<file path="src/rtl/rr_req_pkg.sv">
// Shared types and defaults for the round-robin requester: per-client state
// encoding, default sizing, and the wait-counter width helper.
package rr_req_pkg;

    typedef enum logic [1:0] {
        ST_IDLE = 2'd0,
        ST_REQ  = 2'd1,
        ST_OWN  = 2'd2
    } state_e;

    localparam int DEF_N       = 3;
    localparam int DEF_LEN_W   = 4;
    localparam int DEF_TIMEOUT = 16;

    // Wide enough to hold TIMEOUT itself so the counter can saturate there.
    function automatic int wait_width(input int timeout);
        return $clog2(timeout + 1);
    endfunction

    localparam int DEF_WAIT_W = wait_width(DEF_TIMEOUT);

endpackage

</file>
<file path="src/rtl/rr_req_channel.sv">
// One requester client: accepts a job, requests until granted, holds the
// request for the whole burst, and tracks starvation and spurious grants.
module rr_req_channel
    import rr_req_pkg::*;
#(
    parameter int LEN_W   = DEF_LEN_W,
    parameter int TIMEOUT = DEF_TIMEOUT
) (
    input  logic             clk,
    input  logic             rst_n,
    input  logic             i_job_valid,
    input  logic [LEN_W-1:0] i_job_len,
    output logic             o_job_ready,
    output logic             o_go,
    input  logic             i_get,
    output logic             o_beat,
    output logic             o_done,
    output logic             o_starve,
    output logic             o_spurious
);

    localparam int                WAIT_W   = wait_width(TIMEOUT);
    localparam logic [WAIT_W-1:0] WAIT_MAX = WAIT_W'(TIMEOUT);

    state_e             r_state;
    logic [LEN_W-1:0]   r_rem;
    logic [WAIT_W-1:0]  r_wait;
    logic               r_go;
    logic               r_done;
    logic               r_starve;
    logic               r_spurious;

    logic w_beat;

    assign w_beat      = (r_state == ST_OWN) && i_get;
    assign o_job_ready = (r_state == ST_IDLE);
    assign o_beat      = w_beat;
    assign o_go        = r_go;
    assign o_done      = r_done;
    assign o_starve    = r_starve;
    assign o_spurious  = r_spurious;

    always_ff @(posedge clk or negedge rst_n) begin
        if (!rst_n) begin
            r_state    <= ST_IDLE;
            r_rem      <= '0;
            r_wait     <= '0;
            r_go       <= 1'b0;
            r_done     <= 1'b0;
            r_starve   <= 1'b0;
            r_spurious <= 1'b0;
        end else begin
            r_done <= 1'b0;
            // Checked against the registered request so a grant can never
            // open a burst by itself.
            if (i_get && !r_go) begin
                r_spurious <= 1'b1;
            end
            case (r_state)
                ST_IDLE: begin
                    if (i_job_valid) begin
                        r_rem   <= i_job_len;
                        r_wait  <= '0;
                        r_go    <= 1'b1;
                        r_state <= ST_REQ;
                    end
                end
                ST_REQ: begin
                    if (i_get) begin
                        r_state <= ST_OWN;
                    end else begin
                        if (r_wait != WAIT_MAX) begin
                            r_wait <= r_wait + 1'b1;
                        end
                        // Starvation is only reported; the request keeps waiting.
                        if (r_wait == WAIT_MAX - 1'b1) begin
                            r_starve <= 1'b1;
                        end
                    end
                end
                ST_OWN: begin
                    if (w_beat) begin
                        if (r_rem == '0) begin
                            r_go    <= 1'b0;
                            r_done  <= 1'b1;
                            r_state <= ST_IDLE;
                        end else begin
                            r_rem <= r_rem - 1'b1;
                        end
                    end
                end
                default: begin
                    r_go    <= 1'b0;
                    r_state <= ST_IDLE;
                end
            endcase
        end
    end

endmodule

</file>
<file path="src/rtl/rr_client_requester.sv">
// Requester side of the round-robin arbiter handshake: N independent client
// channels driving go[] and consuming get[].
module rr_client_requester
    import rr_req_pkg::*;
#(
    parameter int N       = DEF_N,
    parameter int LEN_W   = DEF_LEN_W,
    parameter int TIMEOUT = DEF_TIMEOUT
) (
    input  logic               clk,
    input  logic               rst_n,
    input  logic [N-1:0]       i_job_valid,
    input  logic [N*LEN_W-1:0] i_job_len,
    output logic [N-1:0]       o_job_ready,
    output logic [N-1:0]       o_go,
    input  logic [N-1:0]       i_get,
    output logic [N-1:0]       o_beat,
    output logic [N-1:0]       o_done,
    output logic [N-1:0]       o_starve,
    output logic [N-1:0]       o_spurious
);

    genvar gi;
    generate
        for (gi = 0; gi < N; gi++) begin : g_ch
            rr_req_channel #(
                .LEN_W   (LEN_W),
                .TIMEOUT (TIMEOUT)
            ) u_ch (
                .clk         (clk),
                .rst_n       (rst_n),
                .i_job_valid (i_job_valid[gi]),
                .i_job_len   (i_job_len[gi*LEN_W +: LEN_W]),
                .o_job_ready (o_job_ready[gi]),
                .o_go        (o_go[gi]),
                .i_get       (i_get[gi]),
                .o_beat      (o_beat[gi]),
                .o_done      (o_done[gi]),
                .o_starve    (o_starve[gi]),
                .o_spurious  (o_spurious[gi])
            );
        end
    endgenerate

endmodule

</file>
<file path="config.mk">
export PLATFORM = sky130hd
export DESIGN_NAME = rr_client_requester
export DESIGN_NICKNAME = d
export VERILOG_FILES = /design/src/rtl/rr_req_pkg.sv /design/src/rtl/rr_req_channel.sv /design/src/rtl/rr_client_requester.sv
export SDC_FILE = /design/constraint.sdc
export NUM_CORES = 1
export LEC_CHECK = 0
export CAP_MARGIN = 20
export CELL_PAD_IN_SITES_DETAIL_PLACEMENT = 2
export CELL_PAD_IN_SITES_GLOBAL_PLACEMENT = 2
export CORE_MARGIN = 4
export CORE_UTILIZATION = 34
export DETAILED_ROUTE_END_ITERATION = 10
export GPL_TIMING_DRIVEN = 1
export PLACE_DENSITY = 0.85
export SLEW_MARGIN = 15
export SYNTH_ARGS = -nofsm -noshare
export SYNTH_HDL_FRONTEND = slang
export SYNTH_SLANG_ARGS = --single-unit
</file>
<file path="constraint.sdc">
create_clock -name clk -period 1.85 [get_ports clk]
set_clock_uncertainty 0.1 [all_clocks]
set_input_delay 0.4625 -clock clk [delete_from_list [all_inputs] [get_ports clk]]
set_output_delay 0.4625 -clock clk [all_outputs]
set_load 0.01 [all_outputs]
</file>
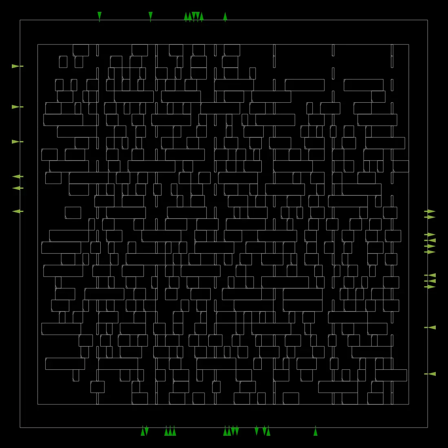
*Placed standard cells, run 1*
flip-flops: 45
Tapcells: 99
Rows: 31
Final Util: 45.4%

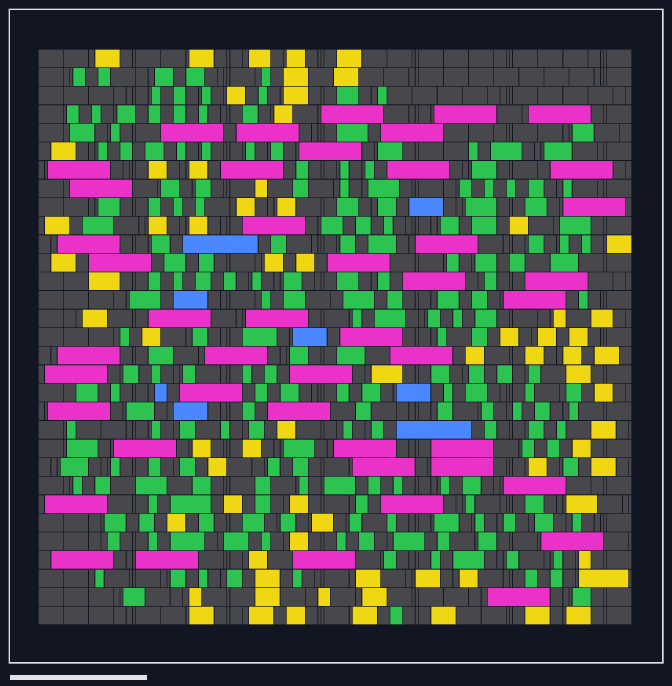
*Cell classes on the final placement, run 1*
The bar under the picture is 20 microns long. Fill, decap, tap and diode cells in gray.
[registers] magenta | cells: 45 | share of their area: 35%
[remaining logic cells] green | cells: 207 | share of their area: 41%
[clock drivers and dummy loads] blue | cells: 8 | share of their area: 4.2%
[remaining buffers and delay cells] yellow | cells: 71 | share of their area: 19%
CORE AREA: 7330 sq um
Post-Layout Inst Area: 3330 sq um
flop share of the area: 33.8%

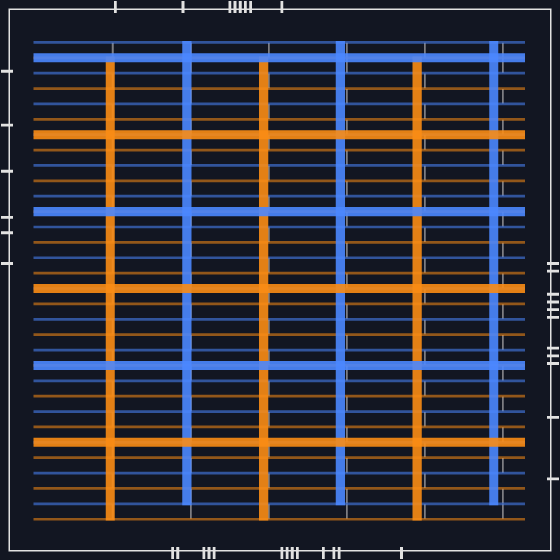
*Supply network, run 1*
Pins as bars on the die edge. Tap cells in gray.
[VSS] orange
[VDD] blue
signal pins: 38
rows: 31
met1 rails: 32
met5 straps: 6
worst vdd ir: 0.000519 V
Die H: 95.5 microns

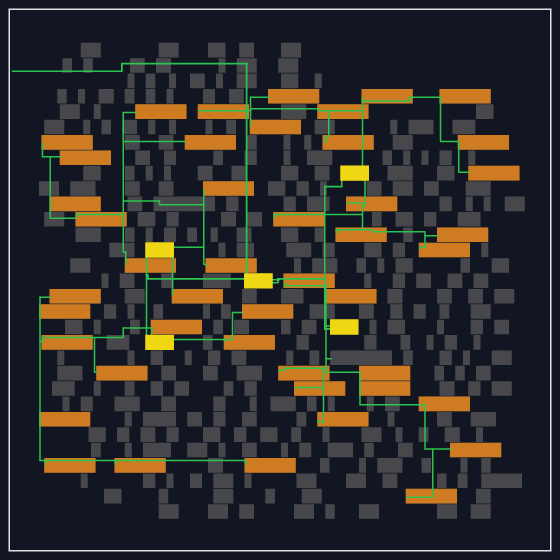
*Clock distribution, run 1*
[flip-flops] orange | count: 45
[clock wires] green | length: 653 microns
[clock-net drivers] yellow | count: 5
flops lie: widely spread

==> reports/metrics.cfg, run 1 <==
[status]
status=complete, no violations

[cells_and_area]
drive_gt1_share_pct=19.6
nonClkBufAreaFrac_pct=18.5
comb_area_sq_um=1240
nNetsFinal=362
final_cell_mix=dfrtp_1 (45), buf_4 (33), nor2_1 (26), clkdlybuf4s50_1 (26), inv_1 (23)

[pwr]
power.internal_w=0.00280
leakagePower_nw=1.54

[place]
postPlaceCellArea_sq_um=3170

[logic_synthesis]
ys_top_logic_family=simple AND/OR/NAND/NOR gates
yosys-stat-area_sq_um=2600
synthArstFlopShare_pct=100

[timing]
tightestPinTransition_ps=534

[run]
warnings=29

[worst_setup_path]
critPathBufInv=3
r2r_cells=6
cp_top_family=buffers and inverters

[routing]
drtIter0Drc=56

[floorplanning]
die_w_microns=95.5

[clock_tree]
cts_tree=yes

--- run 2 (diff from run 1) ---
- ABC_AREA: unset -> 1
- CELL_PAD_IN_SITES_DETAIL_PLACEMENT: 2 -> unset
- CELL_PAD_IN_SITES_GLOBAL_PLACEMENT: 2 -> unset
- CORE_UTILIZATION: 34 -> 54
==> run 2 against run 1 <==
  * Maximum frequency is 0.58% higher
  * Final area is 7.7% lower
  * Routed wire length is 32% lower
  * Flip-flop count stayed put
  * Clock-buffer cell count is 2 higher
  * Cell count is 3.5% lower
  * Sequential share of layout area is 2.9 points higher
  * Non-clock buffer count is 24 lower
  * Utilization is 23 points higher
  * Area after synthesis is 1.1% lower
  * Critical endpoint is now o_spurious[2]
==> reports/metrics.cfg, run 2 <==
[status]
status=complete, no violations

[clock_tree]
cts_tree=yes

[floorplanning]
die_w_microns=77.1  ; -19%
core_area_sq_um=4470  ; -39%

[cells_and_area]
seq_share_pct=36.7  ; +2.9 points
final_core_util_pct=68.7  ; +23 points
final_cell_mix=nand2_1 (90), dfrtp_1 (44), inv_1 (42)
comb_area_sq_um=1150  ; -7.3%
nonClkBufAreaFrac_pct=14.5  ; -4.0 points
drive_gt1_share_pct=12.7  ; -7.0 points
stdcell_area_sq_um=3070  ; -7.7%
flops=45  ; unchanged

[worst_setup_path]
r2r_cells=6  ; unchanged
critPathBufInv=1  ; -2
cp_top_family=buffers and inverters

[routing]
drtIter0Drc=118  ; +110%

[pwr]
vdd_drop_max_v=0.000874  ; +68%

[place]
postPlaceCellArea_sq_um=2950  ; -7.0%

[logic_synthesis]
ys_top_logic_family=simple AND/OR/NAND/NOR gates
yosys-stat-area_sq_um=2570  ; -1.1%

[timing]
tightestPinTransition_ps=290  ; -244 ps

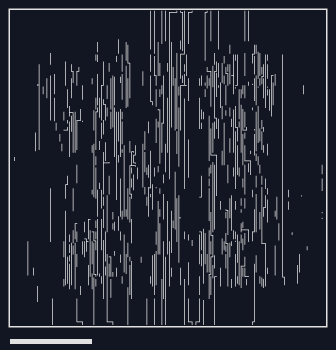
*Signal wires on met2, run 2*
The bar under the picture is 20 microns long.
longest straight run: 54.2 microns
wire length on this layer: 2480 microns
main direction: vertical
Routed WL: 4930 microns
DR vias: 2107

--- run 3 (diff from run 2) ---
- CELL_PAD_IN_SITES_DETAIL_PLACEMENT: unset -> 0
- CELL_PAD_IN_SITES_GLOBAL_PLACEMENT: unset -> 1
- CORE_UTILIZATION: 54 -> 40
==> run 3 against run 2 <==
  * Critical path type unchanged
  * Clock-buffer cell count decreased by 2
  * Synthesized cell count did not move
  * Sequential power about the same
  * Worst setup slack worse by 20 ps
  * Die size rose by 31%
  * Sequential share of layout area is 0.44 points higher
  * Via count decreased by 1.9%
  * Area after synthesis unchanged
  * Register-to-register slack about the same
==> reports/metrics.cfg, run 3 <==
[routing]
dr.pass1.iters=4
vias=2068  ; -1.9%
drtIter0Drc=59  ; -50%
routed_wl_microns=4950  ; +0.41%

[grt]
track_usage_pct=13.5
grt_overflow=0

[cells_and_area]
largest_reg_flops=15
reg_top3=g_ch.u_ch.r_wait: 15 flops, g_ch.u_ch.r_rem: 12 flops, g_ch.u_ch.r_state: 6 flops
nonClkBufAreaFrac_pct=13.9  ; -0.65 points
flops=45  ; unchanged
stdcell_area_sq_um=3040  ; -1.2%
final_core_util_pct=49.8  ; -19 points
seq_share_pct=37.1  ; +0.44 points
comb_area_sq_um=1140  ; -0.87%
area_growth_syn_to_layout_pct=18.0
drive_gt1_share_pct=11.9  ; -0.76 points

[logic_synthesis]
xor_share_pct=0.680
syn_inst=327
yosys-stat-area_sq_um=2570  ; unchanged
ys_top_logic_family=simple AND/OR/NAND/NOR gates

[worst_setup_path]
critical_path.startpoint=g_ch[2].u_ch.o_go
cp_cell_sequence=clkdlybuf4s50_1
timing_worst_setup_path_type=reg -> out
r2r_cells=6  ; unchanged
critPathBufInv=1  ; unchanged

[place]
postPlaceCellArea_sq_um=2970  ; +0.72%
port_buffers=37

[timing]
tightestPinTransition_ps=290  ; -0.101 ps
relSlewSlack_pct=80.6
postLayoutSetupSlackWorst_ps=36.6

[pwr]
sw_frac_of_total_pct=43.3
p_seq_share_pct=38.7
p_comb_w=0.00181

[status]
status=complete, no violations

[run]
max_cap_viol_count=0

[clock_tree]
cts_tree=yes

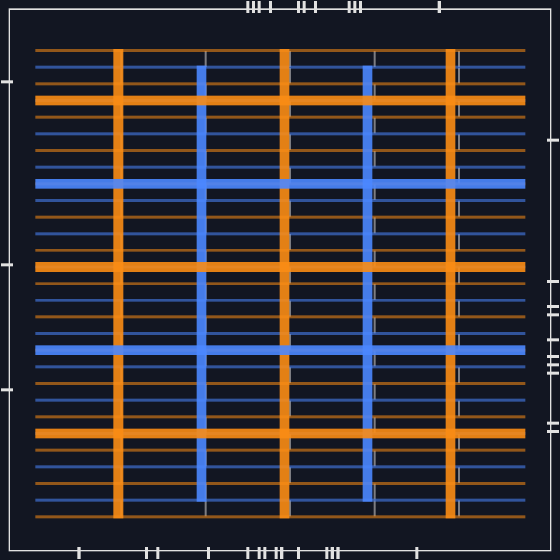
*Supply network, run 3*
Pins as bars on the die edge. Tap cells in gray.
[VSS] orange
[VDD] blue
met1 rails: 29
rows: 28
signal pins: 38
met5 straps: 5
tap cells: 75
worst vdd ir: 0.000545 V
Die H: 88.2 microns
CORE AREA: 6100 sq um
die width: 88.2 microns

No activity file was given, so power comes from the tool's default toggle rates.
